**src/rtl/simd_pkg.sv**
```systemverilog
// Shared types and helpers for the lane-partitioned SIMD add/subtract unit.
// Lane mode encoding plus the lane-boundary rule used by the carry chain.
package simd_pkg;

    typedef enum logic [1:0] {
        MODE_FULL = 2'd0,
        MODE_HALF = 2'd1,
        MODE_QUAD = 2'd2,
        MODE_SEG  = 2'd3
    } mode_t;

    // True when segment seg_idx is the least-significant segment of a lane.
    function automatic logic lane_boundary(input mode_t mode, input int seg_idx, input int nseg);
        logic b;
        b = 1'b0;
        if (seg_idx == 0) begin
            b = 1'b1;
        end else begin
            case (mode)
                MODE_FULL: b = 1'b0;
                MODE_HALF: b = (seg_idx == nseg / 2);
                MODE_QUAD: b = ((seg_idx % (nseg / 4)) == 0);
                default:   b = 1'b1;
            endcase
        end
        return b;
    endfunction

endpackage

```
**src/rtl/simd_seg_add.sv**
```systemverilog
// One SEG_W-bit slice of the SIMD adder: sum, carry out, and the carry into
// the slice MSB (needed for signed overflow when this slice tops a lane).
module simd_seg_add
    import simd_pkg::*;
#(
    parameter int SEG_W = 4
) (
    input  logic [SEG_W-1:0] a,
    input  logic [SEG_W-1:0] b,
    input  logic             cin,
    output logic [SEG_W-1:0] sum,
    output logic             cout,
    output logic             cmsb
);

    logic [SEG_W-1:0] low;
    logic [1:0]       high;

    // Split the add below the MSB so the carry into the MSB is visible.
    assign low  = {1'b0, a[SEG_W-2:0]} + {1'b0, b[SEG_W-2:0]} + {{(SEG_W-1){1'b0}}, cin};
    assign cmsb = low[SEG_W-1];
    assign high = {1'b0, a[SEG_W-1]} + {1'b0, b[SEG_W-1]} + {1'b0, cmsb};

    assign sum  = {high[0], low[SEG_W-2:0]};
    assign cout = high[1];

endmodule

```
**src/rtl/simd_addsub_pipe.sv**
```systemverilog
// Two-stage pipelined SIMD add/subtract with valid/ready handshake and per-lane
// carry/overflow flags. Define SIMD_ADD_SAT_EN to add per-lane saturation.
module simd_addsub_pipe
    import simd_pkg::*;
#(
    parameter int DATA_W = 32,
    parameter int SEG_W  = 4
) (
    input  logic                      clk,
    input  logic                      rst,
    input  logic                      in_valid,
    output logic                      in_ready,
    input  logic [DATA_W-1:0]         in_a,
    input  logic [DATA_W-1:0]         in_b,
    input  logic                      in_sub,
    input  logic [1:0]                in_mode,
`ifdef SIMD_ADD_SAT_EN
    input  logic                      in_sat,
    input  logic                      in_sgn,
`endif
    output logic                      out_valid,
    input  logic                      out_ready,
    output logic [DATA_W-1:0]         out_sum,
    output logic [DATA_W/SEG_W-1:0]   out_cout,
    output logic [DATA_W/SEG_W-1:0]   out_ovf,
    output logic [1:0]                out_mode
);

    // NSEG must be a power of two, at least 8, with DATA_W == SEG_W*NSEG.
    localparam int NSEG = DATA_W / SEG_W;

    logic              s1_valid;
    logic [DATA_W-1:0] s1_a;
    logic [DATA_W-1:0] s1_b;
    logic              s1_sub;
    mode_t             s1_mode;
`ifdef SIMD_ADD_SAT_EN
    logic              s1_sat;
    logic              s1_sgn;
`endif

    logic              s2_adv;
    logic [DATA_W-1:0] seg_sum;
    logic [NSEG-1:0]   seg_cout;
    logic [NSEG-1:0]   seg_cmsb;
    logic [NSEG-1:0]   lane_top;
    logic [NSEG-1:0]   cout_flags;
    logic [NSEG-1:0]   ovf_flags;
    logic [DATA_W-1:0] res;

    assign s2_adv   = !out_valid || out_ready;
    assign in_ready = !s1_valid || s2_adv;

    // Operand B is inverted on capture so S2 only ever adds; sub feeds the lane carry-in.
    always_ff @(posedge clk or posedge rst) begin
        if (rst) begin
            s1_valid <= 1'b0;
            s1_a     <= '0;
            s1_b     <= '0;
            s1_sub   <= 1'b0;
            s1_mode  <= MODE_FULL;
`ifdef SIMD_ADD_SAT_EN
            s1_sat   <= 1'b0;
            s1_sgn   <= 1'b0;
`endif
        end else if (in_ready) begin
            s1_valid <= in_valid;
            if (in_valid) begin
                s1_a    <= in_a;
                s1_b    <= in_sub ? ~in_b : in_b;
                s1_sub  <= in_sub;
                s1_mode <= mode_t'(in_mode);
`ifdef SIMD_ADD_SAT_EN
                s1_sat  <= in_sat;
                s1_sgn  <= in_sgn;
`endif
            end
        end
    end

    for (genvar k = 0; k < NSEG; k++) begin : g_seg
        logic cin;
        logic co;

        if (k == 0) begin : g_first
            assign cin = s1_sub;
        end else begin : g_link
            assign cin = lane_boundary(s1_mode, k, NSEG) ? s1_sub : g_seg[k-1].co;
        end

        if (k == NSEG - 1) begin : g_msb
            assign lane_top[k] = 1'b1;
        end else begin : g_inner
            assign lane_top[k] = lane_boundary(s1_mode, k + 1, NSEG);
        end

        simd_seg_add #(.SEG_W(SEG_W)) u_add (
            .a    (s1_a[k*SEG_W +: SEG_W]),
            .b    (s1_b[k*SEG_W +: SEG_W]),
            .cin  (cin),
            .sum  (seg_sum[k*SEG_W +: SEG_W]),
            .cout (co),
            .cmsb (seg_cmsb[k])
        );

        assign seg_cout[k] = co;
    end

    assign cout_flags = seg_cout & lane_top;
    assign ovf_flags  = (seg_cout ^ seg_cmsb) & lane_top;

`ifdef SIMD_ADD_SAT_EN
    logic clamp;
    logic fill;

    // Walk from the top segment down so each lane's decision, made at its top
    // segment, is applied to every lower segment of the same lane.
    always_comb begin
        res   = seg_sum;
        clamp = 1'b0;
        fill  = 1'b0;
        for (int k = NSEG - 1; k >= 0; k--) begin
            if (lane_top[k]) begin
                if (s1_sgn) begin
                    clamp = seg_cout[k] ^ seg_cmsb[k];
                    fill  = ~s1_a[k*SEG_W + SEG_W - 1];
                end else begin
                    clamp = s1_sub ? ~seg_cout[k] : seg_cout[k];
                    fill  = ~s1_sub;
                end
                if (s1_sat && clamp) begin
                    res[k*SEG_W +: SEG_W] = {SEG_W{fill}};
                    if (s1_sgn) begin
                        res[k*SEG_W + SEG_W - 1] = ~fill;
                    end
                end
            end else if (s1_sat && clamp) begin
                res[k*SEG_W +: SEG_W] = {SEG_W{fill}};
            end
        end
    end
`else
    assign res = seg_sum;
`endif

    // Output registers only move when downstream can take data, so a stalled result holds.
    always_ff @(posedge clk or posedge rst) begin
        if (rst) begin
            out_valid <= 1'b0;
            out_sum   <= '0;
            out_cout  <= '0;
            out_ovf   <= '0;
            out_mode  <= 2'd0;
        end else if (s2_adv) begin
            out_valid <= s1_valid;
            if (s1_valid) begin
                out_sum  <= res;
                out_cout <= cout_flags;
                out_ovf  <= ovf_flags;
                out_mode <= s1_mode;
            end
        end
    end

endmodule
```
**config.mk**
```make
export PLATFORM = sky130hd
export DESIGN_NAME = simd_addsub_pipe
export DESIGN_NICKNAME = d
export VERILOG_FILES = /design/src/rtl/simd_pkg.sv /design/src/rtl/simd_seg_add.sv /design/src/rtl/simd_addsub_pipe.sv
export SDC_FILE = /design/constraint.sdc
export NUM_CORES = 1
export LEC_CHECK = 0
export ABC_AREA = 0
export CORE_MARGIN = 3
export CORE_UTILIZATION = 40
export DETAILED_ROUTE_END_ITERATION = 8
export MAX_ROUTING_LAYER = met4
export PLACE_DENSITY = 0.67
export SLEW_MARGIN = 20
export SYNTH_ARGS = -nofsm -noshare
export SYNTH_HDL_FRONTEND = slang
export SYNTH_HIERARCHICAL = 1
export SYNTH_SLANG_ARGS = --single-unit
```
**constraint.sdc**
```tcl
create_clock -name clk -period 11.75 [get_ports clk]
set_clock_uncertainty 0.2 [all_clocks]
set_input_delay 1.7625 -clock clk [delete_from_list [all_inputs] [get_ports clk]]
set_output_delay 1.7625 -clock clk [all_outputs]
set_load 0.01 [all_outputs]
```
==> impl_metrics.env, run 1 <==
# yosys + openroad results
export IMPL_outcome="finished, final reports clean"
export IMPL_drtAntennaViolNets=0
export IMPL_hold_class="flop to flop"
export IMPL_switching_share_pct=29.1
export IMPL_leakage_nw=3.96
export IMPL_cts_clk_slew_worst_paths_ps=50
export IMPL_clockBufferDepth=2
export IMPL_cts_resized=0
export IMPL_netlist_area_um2=6340
export IMPL_tool_warnings=26
export IMPL_drive_above_1_share_pct=24.7
export IMPL_place_ws_ps=55.9
export IMPL_max_vdd_ir_drop_mv=0.108
export IMPL_clockPowerShare_pct=31.0
export IMPL_flop_area_um2=2980
export IMPL_clkCellAreaFrac_pct=7.56
export IMPL_synth_top_cell_area_share_pct=47.0
export IMPL_dpl_cell_area_um2=7730
export IMPL_worstSetupEndpoint="out_ovf[7]"
export IMPL_dominant_cell_class="sequential cells"
export IMPL_p_comb_share_pct=35.6
export IMPL_worstSetupEndpointType="flop"
export IMPL_sequentialPower_mw=0.600
export IMPL_post_cts_buffers=0
export IMPL_fa_ha_area_share_pct=10.7
export IMPL_wl_met3_um=708
export IMPL_top_area_cell="dfrtp_1"
export IMPL_placedCellCount=818
export IMPL_r2r_start="s1_a[0]"
export IMPL_buffer_area_share_pct=15.0
export IMPL_lay_top_count="clkdlybuf4s50_1"
export IMPL_hold_violations=0
export IMPL_final_cell_area_um2=8390
export IMPL_ys_flops=119
export IMPL_seq_share_pct=35.5
export IMPL_chip_area_um2=17400
export IMPL_simple_gate_area_share_pct=3.51
export IMPL_floorplan_nets=609
export IMPL_cts_sinks=119
export IMPL_critPathSlowestCell="fa_2"
export IMPL_top_level_ports=123
export IMPL_seq_cells=119
export IMPL_xor_area_share_pct=6.63
export IMPL_final_fill_count=1312
export IMPL_critPathBufInv=18
export IMPL_period_used_pct=94.3
==> run_1/final_congestion.png <==
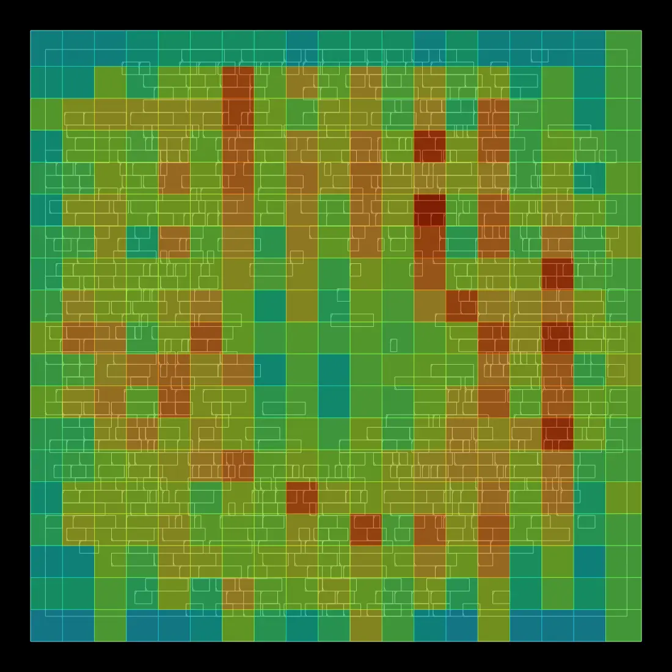
Wirelength per Cell: 15.9 um
GRT Total Usage: 17.0%
GR met3 Demand/Resource: 5.80%
met2 usage: 27.9%
final core utilization: 54.6%

==> run_1/drive_strength.png <==
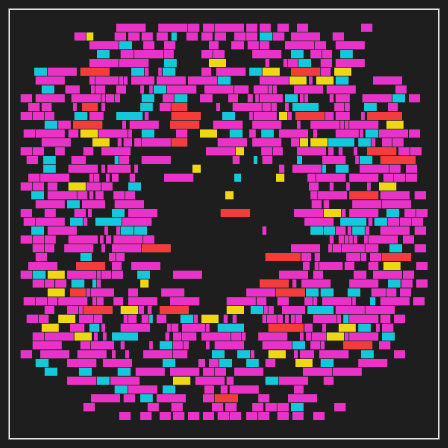
legend:
  red:
    size: drive 6 and up
    cells: 26
    share: 4.1%
    most_used: clkbuf_16
  cyan:
    size: drive 2
    cells: 97
    share: 15%
    most_used: mux2_2
  magenta:
    size: drive 1 or less
    cells: 481
    share: 75%
    most_used: clkdlybuf4s50_1
  yellow:
    size: drive 3 to 4
    cells: 35
    share: 5.5%
    most_used: mux2_4

==> run_1/cell_classes.png <==
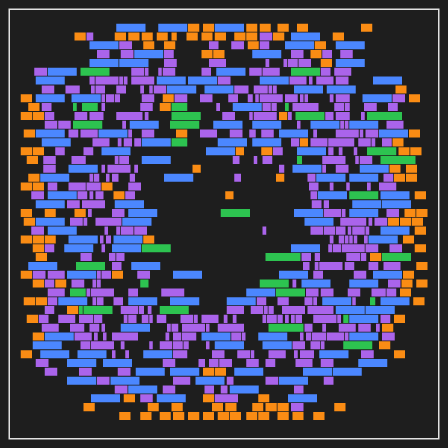
legend:
  purple:
    class: all other logic
    cells: 360
  blue:
    class: flip-flops
    cells: 119
  orange:
    class: other buffers and delay cells
    cells: 128
  green:
    class: clock drivers and dummy loads
    cells: 32

==> run_1/registers.png <==
Other sequential cells in the stronger grey, the rest of the logic in the fainter grey.
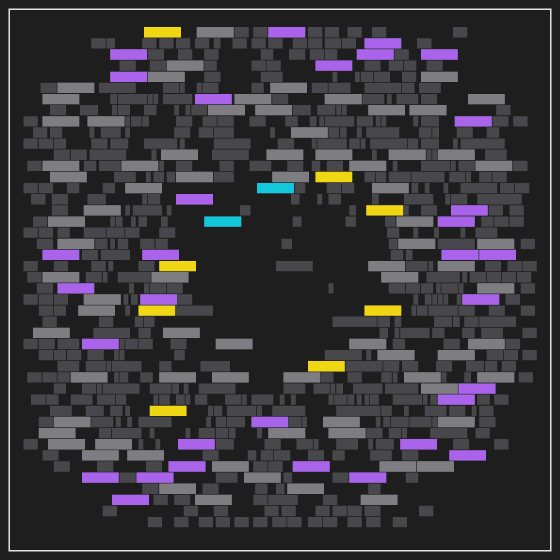
legend:
  yellow:
    signal: out_ovf
    sequential_cells: 8
  purple:
    signal: out_sum
    sequential_cells: 32
    where: spread over the die
  cyan:
    signal: s1_mode
    sequential_cells: 2

==> run 2, diff against run 1 <==
--- a/config.mk
+++ b/config.mk
@@ -8,6 +8,7 @@
 export ABC_AREA = 0
 export CORE_MARGIN = 3
 export CORE_UTILIZATION = 40
+export CTS_CLUSTER_SIZE = 28
 export DETAILED_ROUTE_END_ITERATION = 8
 export MAX_ROUTING_LAYER = met4
 export PLACE_DENSITY = 0.67
==> run_2/density.png <==
13 x 13 tiles, from black (low) to pale yellow (high), 0 to 100% covered.
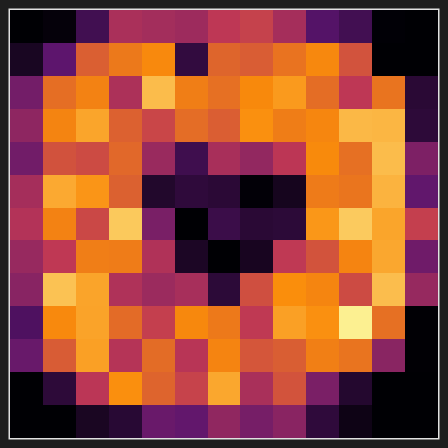
fullest tile: 97%
tiles over 75% full: 15%
mean over tiles: 47%
emptiest ninth of the die: middle
nearly empty tiles: 11%

==> impl_metrics.env, run 2 <==
# yosys + openroad results
export IMPL_outcome="finished, final reports clean"
export IMPL_netlist_area_um2=6340
export IMPL_synth_top_cell_area_share_pct=47.0
export IMPL_simple_gate_area_share_pct=3.51
export IMPL_drv_cap=0
export IMPL_lay_top_count="clkdlybuf4s50_1"
export IMPL_post_cts_buffers=0
export IMPL_sequentialPower_mw=0.600
export IMPL_hold_violations=0
export IMPL_grt_use_total_pct=17.0
export IMPL_wl_met3_um=708
export IMPL_worstSetupEndpointType="flop"
export IMPL_critPathBufInv=18
export IMPL_ys_flops=119
export IMPL_fa_ha_area_share_pct=10.7
export IMPL_final_cell_area_um2=8390
export IMPL_critPathSlowestCell="fa_2"
export IMPL_xor_area_share_pct=6.63
export IMPL_cts_clk_slew_worst_paths_ps=50
export IMPL_tool_warnings=26
export IMPL_placedCellCount=818
export IMPL_num_multi_input_gates=268
export IMPL_timing_hold_ws_ps=297
export IMPL_buffer_area_share_pct=15.0
export IMPL_most_common_cell="dfrtp_1"
export IMPL_leakage_nw=3.96
export IMPL_top_level_ports=123
export IMPL_route_detailed_drc=0
export IMPL_place_ws_ps=55.9
export IMPL_cts_hold_fix_buffers=0
export IMPL_clockBufferDepth=2
export IMPL_row_count=45
export IMPL_drive_above_1_share_pct=24.7
export IMPL_clkCellAreaFrac_pct=7.56
export IMPL_switching_share_pct=29.1
export IMPL_dpl_cell_area_um2=7730
export IMPL_grt_pass1_vias=4398
export IMPL_flop_area_um2=2980
export IMPL_p_total_mw=1.79
export IMPL_critPathKind="flop to flop"
export IMPL_grt_use_met2_pct=27.9
export IMPL_start_kind="flop"
export IMPL_seq_cells=119
export IMPL_worstSetupEndpoint="out_ovf[7]"
export IMPL_max_vdd_ir_drop_mv=0.108
export IMPL_aoi_share_pct=3.43
export IMPL_seq_share_pct=35.5
export IMPL_route_detailed_wl_per_inst_um=15.9
export IMPL_topCombFamilyByArea="multiplexers"
export IMPL_grt_use_met3_pct=5.80
export IMPL_floorplan_nets=609
export IMPL_period_used_pct=94.3
export IMPL_hold_class="flop to flop"
export IMPL_cts_buffers=17
export IMPL_hold_path_end="out_ovf[0]"
export IMPL_r2r_start="s1_a[0]"
export IMPL_dominant_cell_class="sequential cells"
export IMPL_top_area_cell="dfrtp_1"
export IMPL_clockPowerShare_pct=31.0
export IMPL_cts_sinks=119
export IMPL_power_group_top="combinational logic"
export IMPL_flop_cell="dfrtp_1"
export IMPL_io_buffers=122
export IMPL_cts_resized=0
export IMPL_post_route_util_pct=54.6
export IMPL_drtAntennaViolNets=0
export IMPL_postSynthAreaPerCell_um2=12.7
export IMPL_chip_area_um2=17400
export IMPL_p_comb_share_pct=35.6
export IMPL_top_cells_by_count="dfrtp_1, inv_1, mux2_2"
export IMPL_final_fill_count=1312
export IMPL_cts_root_buf="clkbuf_16"
==> run_2/final_congestion.png <==
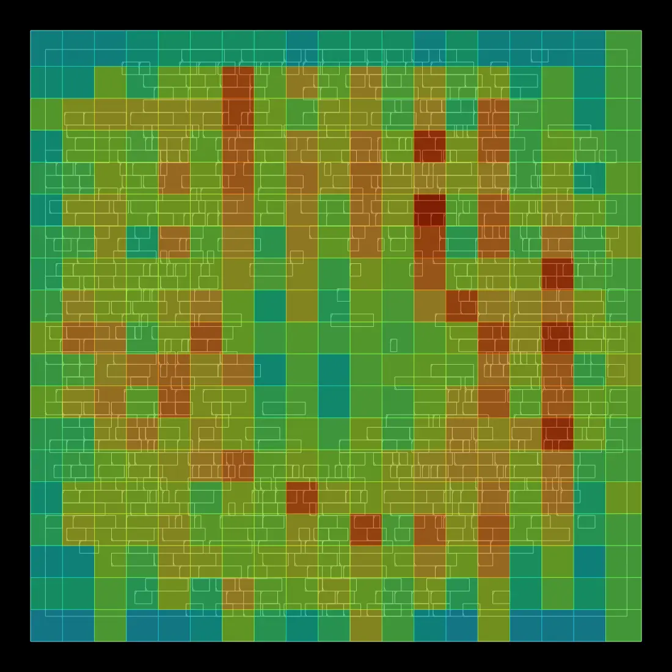
met1 usage: 20.1%
GRT busiest layer: met2

==> run_2/cell_classes.png <==
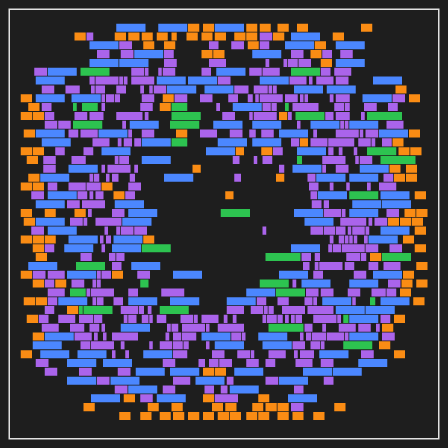

==> run 3, diff against run 2 <==
--- a/config.mk
+++ b/config.mk
@@ -7,11 +7,12 @@
 export LEC_CHECK = 0
 export ABC_AREA = 0
 export CORE_MARGIN = 3
-export CORE_UTILIZATION = 40
+export CORE_UTILIZATION = 47
+export CTS_BUF_LIST = sky130_fd_sc_hd__clkbuf_8 sky130_fd_sc_hd__clkbuf_16
 export CTS_CLUSTER_SIZE = 28
 export DETAILED_ROUTE_END_ITERATION = 8
 export MAX_ROUTING_LAYER = met4
-export PLACE_DENSITY = 0.67
+export PLACE_DENSITY = 0.76
 export SLEW_MARGIN = 20
 export SYNTH_ARGS = -nofsm -noshare
 export SYNTH_HDL_FRONTEND = slang
==> constraint.sdc (replaced) <==
create_clock -name clk -period 8.9 [get_ports clk]
set_clock_uncertainty 0.2 [all_clocks]
set_input_delay 1.335 -clock clk [delete_from_list [all_inputs] [get_ports clk]]
set_output_delay 1.335 -clock clk [all_outputs]
set_load 0.01 [all_outputs]
==> run_3/cell_classes.png <==
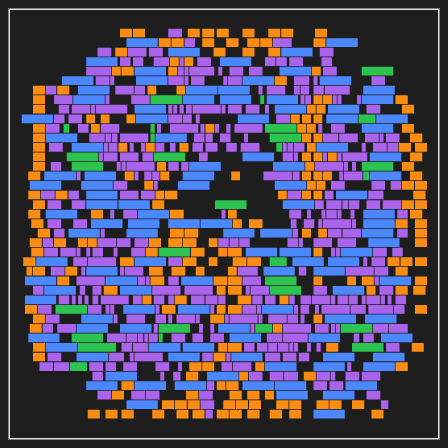
legend:
  green:
    class: clock drivers and dummy loads
    cells: 29
  blue:
    class: flip-flops
    cells: 119
  orange:
    class: other buffers and delay cells
    cells: 217
  purple:
    class: all other logic
    cells: 360
# rows: 41
final core utilization: 70.2%
design area: 9070 um^2

==> impl_metrics.env, run 3 <==
# yosys + openroad results
export IMPL_postSynthAreaPerCell_um2=12.7
export IMPL_worstSetupEndpointType="flop"
export IMPL_top_cells_by_count="dfrtp_1, inv_1, mux2_2"
export IMPL_cts_clk_slew_worst_paths_ps=50
export IMPL_cts_hold_fix_buffers=0
export IMPL_setup_violations=13
export IMPL_num_multi_input_gates=268
export IMPL_setup_ws_ps=-1450
export IMPL_route_detailed_drc=0
export IMPL_flop_area_um2=2980
export IMPL_power_group_top="combinational logic"
export IMPL_start_kind="flop"
export IMPL_worstSetupEndpoint="out_sum[31]"
export IMPL_whs_path_depth=1
export IMPL_tool_warnings=29
export IMPL_r2r_start="s1_b[0]"
export IMPL_sequentialPower_mw=0.797
export IMPL_cts_root_buf="clkbuf_16"
export IMPL_seq_share_pct=32.8
export IMPL_cts_resized=32
export IMPL_leakage_nw=4.41
export IMPL_drv_cap=0
export IMPL_busiest_layer="met2"
export IMPL_outcome="complete, but fails checks"
export IMPL_fa_ha_area_share_pct=10.7
export IMPL_cts_buffers=17
export IMPL_drtAntennaViolNets=0
export IMPL_clockBufferDepth=2
export IMPL_top_level_ports=123
export IMPL_grt_pass1_vias=4958
export IMPL_chip_area_um2=14900
export IMPL_seq_cells=119
export IMPL_synth_top_cell_area_share_pct=47.0
export IMPL_simple_gate_area_share_pct=3.51
export IMPL_floorplan_nets=609
export IMPL_hold_violations=0
export IMPL_critPathBufInv=18
export IMPL_route_detailed_wl_per_inst_um=17.0
export IMPL_top_area_cell="dfrtp_1"
export IMPL_period_used_pct=116
export IMPL_hold_path_end="out_sum[9]"
export IMPL_most_common_cell="dfrtp_1"
export IMPL_placedCellCount=801
export IMPL_p_comb_share_pct=44.4
export IMPL_dpl_cell_area_um2=7890
export IMPL_drive_above_1_share_pct=37.5
export IMPL_cts_sinks=119
export IMPL_wl_met3_um=814
export IMPL_topCombFamilyByArea="multiplexers"
export IMPL_xor_area_share_pct=6.63
export IMPL_hold_class="flop to flop"
export IMPL_post_cts_buffers=69
export IMPL_lay_top_count="clkdlybuf4s50_1"
export IMPL_critPathKind="flop to flop"
export IMPL_use_met1_pct=24.8
export IMPL_ys_flops=119
export IMPL_grt_use_total_pct=22.7
export IMPL_clockPowerShare_pct=24.4
export IMPL_aoi_share_pct=3.43
export IMPL_dominant_cell_class="sequential cells"
export IMPL_grt_use_met3_pct=6.50
export IMPL_grt_use_met2_pct=37.8
export IMPL_inv_count=92
export IMPL_buffer_area_share_pct=22.3
export IMPL_max_freq_ghz=0.0966
export IMPL_critPathSlowestCell="fa_2"
export IMPL_violations="setup timing"
export IMPL_netlist_area_um2=6340
==> run_3/drive_strength.png <==
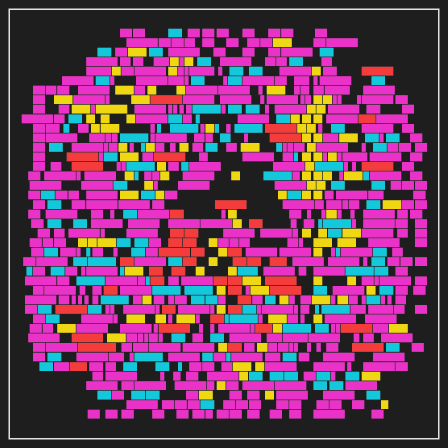
legend:
  cyan:
    size: drive 2
    cells: 118
    share: 16%
    most_used: mux2_2
  red:
    size: drive 6 and up
    cells: 46
    share: 6.3%
    most_used: buf_6
  magenta:
    size: drive 1 or less
    cells: 453
    share: 62%
    most_used: clkdlybuf4s50_1
  yellow:
    size: drive 3 to 4
    cells: 108
    share: 15%
    most_used: buf_4
setup ws final: -1450 ps
Non-clock buffers: 217

